==> src/rtl/pipeline_hazard_ctrl.sv <==
// pipeline_hazard_ctrl
// Hazard and forwarding controller for the 5-stage RV32 pipeline. It covers
// operand forwarding, load-use stalls, multi-cycle EX ops, data-memory wait
// states with a timeout flag, and branch/jump flushes, and it keeps
// saturating stall and flush counters.
//
// Ports
//   clk, rst               clock; asynchronous active-low reset
//   rs1/rs2_addr_id        sources of the instruction in ID
//   rd_addr_ex, reg_write_en_ex, MemRead_ex, mc_op_ex, branch_taken_ex,
//   rs1/rs2_addr_ex        EX-stage destination, controls and sources
//   rd_addr_mem, reg_write_en_mem, dmem_req_mem, dmem_ready  MEM writer / dmem handshake
//   rd_addr_wb, reg_write_en_wb                               WB writer
//   cnt_clr                synchronous clear of both performance counters
//   forward_a/b            00 regfile, 10 MEM result, 01 WB data
//   hold_*                 pipeline register keeps its value
//   flush_*, bubble_*      pipeline register loads a NOP
//   mc_busy                multi-cycle op occupying EX
//   mem_err                sticky dmem timeout flag
//   stall_cnt, flush_cnt   saturating performance counters
module pipeline_hazard_ctrl #(
    parameter int REG_AW      = 5,
    parameter int MC_LAT      = 4,
    parameter int MEM_TIMEOUT = 64,
    parameter int CNT_W       = 16
) (
    input  logic              clk,
    input  logic              rst,
    input  logic [REG_AW-1:0] rs1_addr_id,
    input  logic [REG_AW-1:0] rs2_addr_id,
    input  logic [REG_AW-1:0] rd_addr_ex,
    input  logic              reg_write_en_ex,
    input  logic              MemRead_ex,
    input  logic              mc_op_ex,
    input  logic              branch_taken_ex,
    input  logic [REG_AW-1:0] rs1_addr_ex,
    input  logic [REG_AW-1:0] rs2_addr_ex,
    input  logic [REG_AW-1:0] rd_addr_mem,
    input  logic              reg_write_en_mem,
    input  logic              dmem_req_mem,
    input  logic              dmem_ready,
    input  logic [REG_AW-1:0] rd_addr_wb,
    input  logic              reg_write_en_wb,
    input  logic              cnt_clr,
    output logic [1:0]        forward_a,
    output logic [1:0]        forward_b,
    output logic              hold_pc,
    output logic              hold_if_id,
    output logic              hold_id_ex,
    output logic              hold_ex_mem,
    output logic              flush_if_id,
    output logic              flush_id_ex,
    output logic              bubble_ex_mem,
    output logic              bubble_mem_wb,
    output logic              mc_busy,
    output logic              mem_err,
    output logic [CNT_W-1:0]  stall_cnt,
    output logic [CNT_W-1:0]  flush_cnt
);

    localparam int MC_W = (MC_LAT > 1) ? $clog2(MC_LAT) : 1;
    localparam int WT_W = $clog2(MEM_TIMEOUT + 1);
    localparam logic [MC_W-1:0] MC_LOAD = MC_W'(MC_LAT - 1);
    localparam logic [WT_W-1:0] WT_MAX  = WT_W'(MEM_TIMEOUT);

    typedef enum logic [1:0] {S_RUN, S_MC_BUSY, S_MEM_WAIT} state_t;

    state_t          state, state_n, eff_state;
    logic [MC_W-1:0] mc_cnt, mc_cnt_n, mc_eff;
    logic [WT_W-1:0] wait_cnt, wait_n;
    logic            resume_mc, resume_n;
    logic            err_n;
    logic            freeze, load_use, busy, branch_flush;

    // The EX write enable is not needed: a load always writes its rd.
    logic unused_inputs;
    assign unused_inputs = reg_write_en_ex;

    always_comb begin
        forward_a = 2'b00;
        forward_b = 2'b00;
        if (rst) begin
            if (reg_write_en_mem && rd_addr_mem != '0 && rd_addr_mem == rs1_addr_ex)
                forward_a = 2'b10;
            else if (reg_write_en_wb && rd_addr_wb != '0 && rd_addr_wb == rs1_addr_ex)
                forward_a = 2'b01;
            if (reg_write_en_mem && rd_addr_mem != '0 && rd_addr_mem == rs2_addr_ex)
                forward_b = 2'b10;
            else if (reg_write_en_wb && rd_addr_wb != '0 && rd_addr_wb == rs2_addr_ex)
                forward_b = 2'b01;
        end
    end

    always_ff @(posedge clk or negedge rst) begin
        if (!rst) begin
            state     <= S_RUN;
            mc_cnt    <= '0;
            wait_cnt  <= '0;
            resume_mc <= 1'b0;
            mem_err   <= 1'b0;
        end else begin
            state     <= state_n;
            mc_cnt    <= mc_cnt_n;
            wait_cnt  <= wait_n;
            resume_mc <= resume_n;
            mem_err   <= err_n;
        end
    end

    always_comb begin
        freeze   = dmem_req_mem && !dmem_ready;
        load_use = MemRead_ex && rd_addr_ex != '0 &&
                   (rd_addr_ex == rs1_addr_id || rd_addr_ex == rs2_addr_id);

        // The ready cycle of a memory wait already behaves like the state it
        // resumes to, so a pending multi-cycle op keeps stalling without a gap.
        eff_state = state;
        if (state == S_MEM_WAIT)
            eff_state = resume_mc ? S_MC_BUSY : S_RUN;

        // A new op in RUN counts as already loaded, giving zero-cycle response;
        // the register then holds the remaining count after this cycle.
        mc_eff = '0;
        if (eff_state == S_RUN && mc_op_ex)
            mc_eff = MC_LOAD;
        else if (eff_state == S_MC_BUSY)
            mc_eff = mc_cnt;
        busy = (mc_eff != '0);

        state_n  = state;
        mc_cnt_n = mc_cnt;
        wait_n   = wait_cnt;
        resume_n = resume_mc;
        err_n    = mem_err;

        if (freeze) begin
            state_n = S_MEM_WAIT;
            if (state != S_MEM_WAIT)
                resume_n = (state == S_MC_BUSY);
            if (wait_cnt != WT_MAX)
                wait_n = wait_cnt + WT_W'(1);
            if (wait_n == WT_MAX)
                err_n = 1'b1;
        end else begin
            wait_n   = '0;
            resume_n = 1'b0;
            if (eff_state == S_MC_BUSY) begin
                // Stay in MC_BUSY through the count-0 cycle so the op still in
                // EX is not reloaded as a new one.
                if (mc_cnt != '0) begin
                    state_n  = S_MC_BUSY;
                    mc_cnt_n = mc_cnt - MC_W'(1);
                end else begin
                    state_n = S_RUN;
                end
            end else if (busy) begin
                state_n  = S_MC_BUSY;
                mc_cnt_n = mc_eff - MC_W'(1);
            end else begin
                state_n  = S_RUN;
                mc_cnt_n = '0;
            end
        end

        hold_pc       = 1'b0;
        hold_if_id    = 1'b0;
        hold_id_ex    = 1'b0;
        hold_ex_mem   = 1'b0;
        flush_if_id   = 1'b0;
        flush_id_ex   = 1'b0;
        bubble_ex_mem = 1'b0;
        bubble_mem_wb = 1'b0;
        branch_flush  = 1'b0;
        mc_busy       = 1'b0;

        if (rst) begin
            mc_busy = busy;
            if (freeze) begin
                hold_pc       = 1'b1;
                hold_if_id    = 1'b1;
                hold_id_ex    = 1'b1;
                hold_ex_mem   = 1'b1;
                bubble_mem_wb = 1'b1;
            end else if (busy) begin
                hold_pc       = 1'b1;
                hold_if_id    = 1'b1;
                hold_id_ex    = 1'b1;
                bubble_ex_mem = 1'b1;
            end else if (branch_taken_ex) begin
                flush_if_id  = 1'b1;
                flush_id_ex  = 1'b1;
                branch_flush = 1'b1;
            end else if (load_use) begin
                hold_pc     = 1'b1;
                hold_if_id  = 1'b1;
                flush_id_ex = 1'b1;
            end
        end
    end

    always_ff @(posedge clk or negedge rst) begin
        if (!rst) begin
            stall_cnt <= '0;
            flush_cnt <= '0;
        end else if (cnt_clr) begin
            stall_cnt <= '0;
            flush_cnt <= '0;
        end else begin
            if (hold_pc && stall_cnt != '1)
                stall_cnt <= stall_cnt + CNT_W'(1);
            if (branch_flush && flush_cnt != '1)
                flush_cnt <= flush_cnt + CNT_W'(1);
        end
    end

endmodule

==> config.mk <==
export PLATFORM = sky130hd
export DESIGN_NAME = pipeline_hazard_ctrl
export DESIGN_NICKNAME = d
export VERILOG_FILES = /design/src/rtl/pipeline_hazard_ctrl.sv
export SDC_FILE = /design/constraint.sdc
export NUM_CORES = 1
export LEC_CHECK = 0
export ABC_AREA = 1
export CORE_UTILIZATION = 35
export DETAILED_ROUTE_END_ITERATION = 16
export PLACE_DENSITY_LB_ADDON = 0.12
export SLEW_MARGIN = 20
export SYNTH_ARGS = -nofsm -noshare
export SYNTH_HDL_FRONTEND = slang
export SYNTH_SLANG_ARGS = --single-unit
export TNS_END_PERCENT = 100
==> constraint.sdc <==
create_clock -name clk -period 4.1 [get_ports clk]
set_input_delay 0.615 -clock clk [delete_from_list [all_inputs] [get_ports clk]]
set_output_delay 0.615 -clock clk [all_outputs]
set_load 0.02 [all_outputs]
Run 1, wiring by layer:
Two of the layers only.
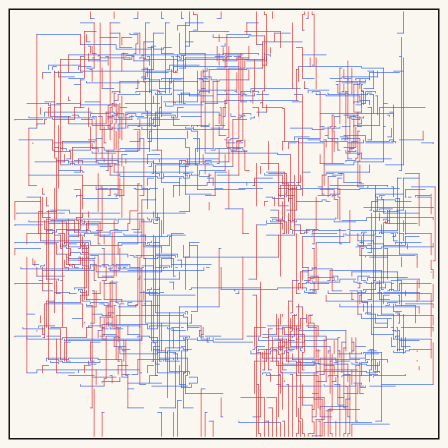
Blue is met1, wire length 4140 µm. Red is met2, wire length 3990 µm.

Run 1, close-up of the layout:
Region (62, 12) to (87, 37) µm. Cells in grey, sequential cells in the stronger grey; small squares are vias.
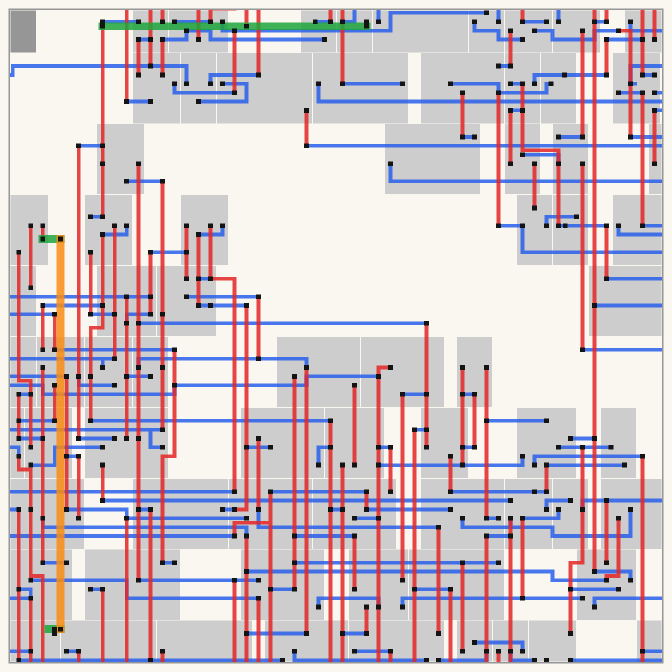
Blue is met1. Red is met2. Green is met3. Orange is met4.
Most frequent: clkdlybuf4s50_1 (12), xnor2_1 (9), nand2_1 (7). 65 logic cells have their middle in the window. Sequential cells in the window: 0.

Run 1, sequential cells grouped by signal name:
Other sequential cells in the stronger grey, the rest of the logic in the fainter grey.
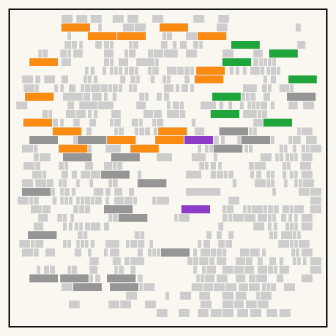
Green is wait_cnt, flops 7, where top right. Orange is stall_cnt, flops 16. Purple is mc_cnt, flops 2.
Another 20 sequential cells are not coloured.

-- run 1: area by class of cell --
class	instances	area share, %
clock buffer	5	1.56
clock inverter	2	0.796
inverter	66	5.63
multi-input combinational	340	42.4
sequential	45	25.6
tap	111	3.16
timing repair buffer	93	20.9
-- run 1: cell families after synthesis --
group	share of synthesized area, %
fa+ha+maj	1.89
compound gates	3.40
buf+inv	9.84
xor+xnor	12.1
flops	33.9
simple gates	38.8
-- run 1: worst paths after layout --
| path | cells after the start | endpoint | from | slack, ps |
|---|---|---|---|---|
| max | 10 | hold_if_id | rd_addr_ex[4] | 990 |
| min | 2 | wait_cnt[4] | rst | 440 |
| max reg2reg | 12 | flush_cnt[2] | state[1] | 2060 |
| min reg2reg | 1 | mem_err | mem_err | 470 |
| max in group asynchronous | 2 | mc_cnt[0] | rst | 3250 |
| min in group clk | 1 | mem_err | mem_err | 470 |
-- run 1: worst register-to-register path, stage by stage, from the launching register on --
cell	delay (ps)
dfrtp_1	380
nand2_1	80
nand2_1	50
nand2_1	110
inv_2	70
o21ai_1	70
nand2_1	70
inv_1	130
nand3_2	140
nor2_4	390
inv_2	240
nand3_1	120
nand2_1	80
-- run 1: flip-flops by register name, indices dropped and copies added (netlist names) --
| signal | cells |
|---|---|
| mem_err | 1 |
| wait_cnt | 7 |
| stall_cnt | 16 |
| mc_cnt | 2 |
| state | 2 |
| flush_cnt | 16 |
| resume_mc | 1 |
-- run 1: per-layer routing --
| layer | vias to the layer above | wire (µm) |
|---|---|---|
| met5 | - | 0 |
| met4 | 0 | 53 |
| met3 | 4 | 262 |
| met2 | 58 | 3990 |
| met1 | 1523 | 4140 |
| li1 | 1673 | - |
==> results.tsv, run 1 <==
stage	metric	value	unit
die	fp util	36.1	%
die	die width	99.4	µm
yosys	main flop type	dfrtp_1	
cells_and_area	most numerous logic cells after layout	101 x nand2_1, 89 x clkdlybuf4s50_1, 59 x inv_1	
final_timing	Hold Slack	441	ps
die	CORE AREA	9200	µm²
cells_and_area	FF/Latch Area	1130	µm²
yosys	post-synthesis instance total	464	
drt	DRC violations left	0	
min_path	Hold WC Path Type	input port to asynchronous set/reset pin	
run	max cap viols	0	
global_route	pin count of the biggest net entering global routing	64	
placement	Placed Area	4300	µm²
cts	CTS Hold Bufs	0	
critical_path	critical path's top delay family	buffers and inverters	
die	Rows	35	
drt	detailed-route wire length	8450	µm
final_timing	Worst Skew	6.50	ps
cells_and_area	antenna cell count	0	
cts	Clock Pin Slew Worst Setup and Hold Paths	80	ps
yosys	async set-reset flop share out of synthesis	100	%
critical_path	Buf/Inv on CP	3	
cts	TritonCTS clock tree	done	
final_timing	final setup TNS	0	ps
final_timing	Tmin final	3110	ps
final_timing	worst-margin pin slew	987	ps
critical_path	crit start category	input port	
outcome	status	finished, final reports clean	
cells_and_area	Final Instance Area	4400	µm²
drt	Vias	3258	
critical_path	Data arrival, critical path	2500	ps
yosys	sequential share of the synthesized area	33.9	%
pwr	Comb power	0.347	mW
die	num ports	92	
final_timing	setup ws final	987	ps
cells_and_area	final core utilization	47.8	%
run	tool warnings	28	
==> run 1 -> run 2 <==
Clock period 4.1 ns to 3.1 ns, I/O delays scaled along.
==> run 2 against run 1 <==
Utilization up 0.24 points; routed wire length down 0.37%; clock skew down 1.7 ps; die area unchanged; sequential cell count unchanged; largest power group unchanged; highest routed layer unchanged.
==> results.tsv, run 2 <==
stage	metric	value	unit	change
cells_and_area	Commonest Layout Cell	nand2_1		
yosys	main flop type	dfrtp_1		
final_timing	Tmin final	2830	ps	
yosys	async set-reset flop share out of synthesis	100	%	unchanged
global_route	pin count of the biggest net entering global routing	46		-28%
yosys	sequential share of the synthesized area	33.9	%	unchanged
drt	met2 wire length	3910	µm	-2.1%
min_path	Hold WC Path Type	input port to asynchronous set/reset pin		
final_timing	endpoints failing setup	0		
final_timing	Worst Skew	4.84	ps	-1.66 ps
die	die width	99.4	µm	unchanged
placement	Placed Area	4320	µm²	+0.52%
outcome	status	finished, final reports clean		
yosys	post-synthesis instance total	464		unchanged
cts	Root Driver	clkbuf_8		
placement	tally of buffers added on design ports	90		
critical_path	Data arrival, critical path	2370	ps	-130 ps
cells_and_area	antenna cell count	0		unchanged
cts	TritonCTS clock tree	done		
global_route	vias in the first global route	3140		
run	max cap viols	0		unchanged
yosys	Post-synth EDFFs	0		
cells_and_area	FF/Latch Area	1130	µm²	unchanged
die	num ports	92		unchanged
final_timing	final setup TNS	0	ps	unchanged
die	Rows	35		unchanged
critical_path	Buf/Inv on CP	3		unchanged
cells_and_area	Final Instance Area	4420	µm²	+0.51%
die	fp util	36.1	%	unchanged
drt	top routing layer used	met4		
cts	Clock Pin Slew Worst Setup and Hold Paths	80	ps	about the same
cts	CTS Hold Bufs	0		unchanged
drt	M1 WL	4030	µm	-2.8%
final_timing	setup ws final	266	ps	-722 ps
drt	Via density	4.95		
drt	Post-DRT Antenna Nets	0		
drt	Met3 Routed Length	422	µm	+61%
drt	DRC violations left	0		unchanged
cells_and_area	most numerous logic cells after layout	101 x nand2_1, 89 x clkdlybuf4s50_1, 59 x inv_1		
critical_path	crit start category	input port		
cells_and_area	biggest regs	flush_cnt (16), stall_cnt (16), wait_cnt (7)		
placement	routability cong.	0.832		
final_timing	worst-margin pin slew	575	ps	-412 ps
global_route	GRT overflow	0		
die	CORE AREA	9200	µm²	unchanged
[run 2: netlist changes by cell type in the layout (fill, tap and decap cells not counted), sizes merged]
cell	previous run	this run
buf	4	7
[run 2: final timing paths]
kind / startpoint / slack, ps / depth (start not counted) / end
setup / recovery: rd_addr_ex[4] / 270 / 10 / hold_pc
hold / removal: rst / 310 / 2 / mem_err
setup reg to reg: stall_cnt[0] / 1100 / 9 / stall_cnt[5]
hold reg to reg: mem_err / 470 / 1 / mem_err
max in group asynchronous: rst / 2410 / 2 / flush_cnt[11]
min in group clk: mem_err / 470 / 1 / mem_err
[run 2: logic make-up (layout without fill, tap and decap cells)]
family	count (synthesis)	count (layout)	share of synthesized area, %
and+or+nand+nor	269	269	38.8
buffers and inverters	79	169	9.84
xor gates and xnor gates	46	46	12.1
DFF	45	45	33.9
AOI/OAI and AO/OA	20	20	3.40
adders and majority gates	5	5	1.89
[run 2: power by group through the flow]
stage	Sequential [mW]	Combinational, mW	Clock, mW
2_1_floorplan	0.658	0.269	0
3_3_place_gp	0.653	0.454	0
3_5_place_dp	0.653	0.463	0
4_1_cts	0.642	0.464	0.458
5_1_grt	0.648	0.508	0.483
6_report	0.642	0.458	0.438
[run 2: area by class of cell]
type                       count  area share, %
multi-input combinational    340           42.2
sequential                    45           25.5
tap                          111           3.14
clock buffer                   5           1.56
inverter                      66           5.60
timing repair buffer          96           21.3
clock inverter                 2          0.792
[run 2: per-stage QoR]
| stage | total power, mW | util (%) | hold slack (ps) | cells |
|---|---|---|---|---|
| after floorplan | 0.927 | - | 169 | 464 |
| after global placement | 1.11 | 47.0 | 458 | 658 |
| after detailed placement | 1.12 | 47.0 | 457 | 658 |
| after CTS | 1.56 | 48.1 | 337 | 665 |
| after global routing | 1.64 | 48.1 | 362 | 665 |
| final | 1.54 | 48.1 | 307 | 665 |
Run 2, wiring by layer:
Two of the layers only.
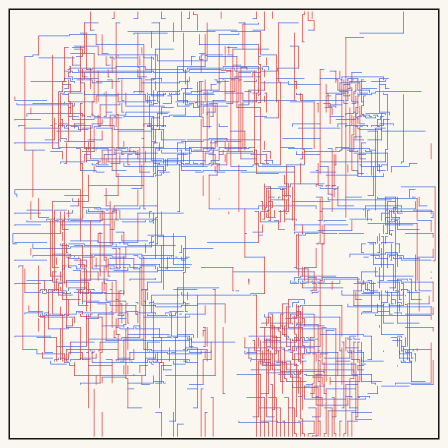
Red is met2, wire length 3910 µm. Blue is met1, wire length 4030 µm.
total global-route track usage: 18.1%
routed length per instance: 12.7 µm
detailed-route wire length: 8420 µm
Vias: 3293

Run 2, supply network:
Scale bar: 20 µm. Pins as bars on the die edge. Tap cells in grey.
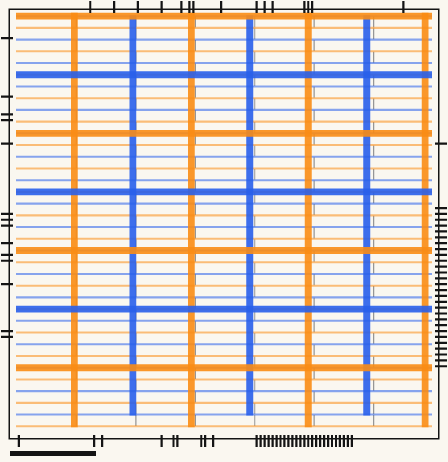
Orange is VSS. Blue is VDD.
36 met1 rails follow the rows. 7 straps on met5. The core has 35 rows.

Power and IR drop assume default switching activity.
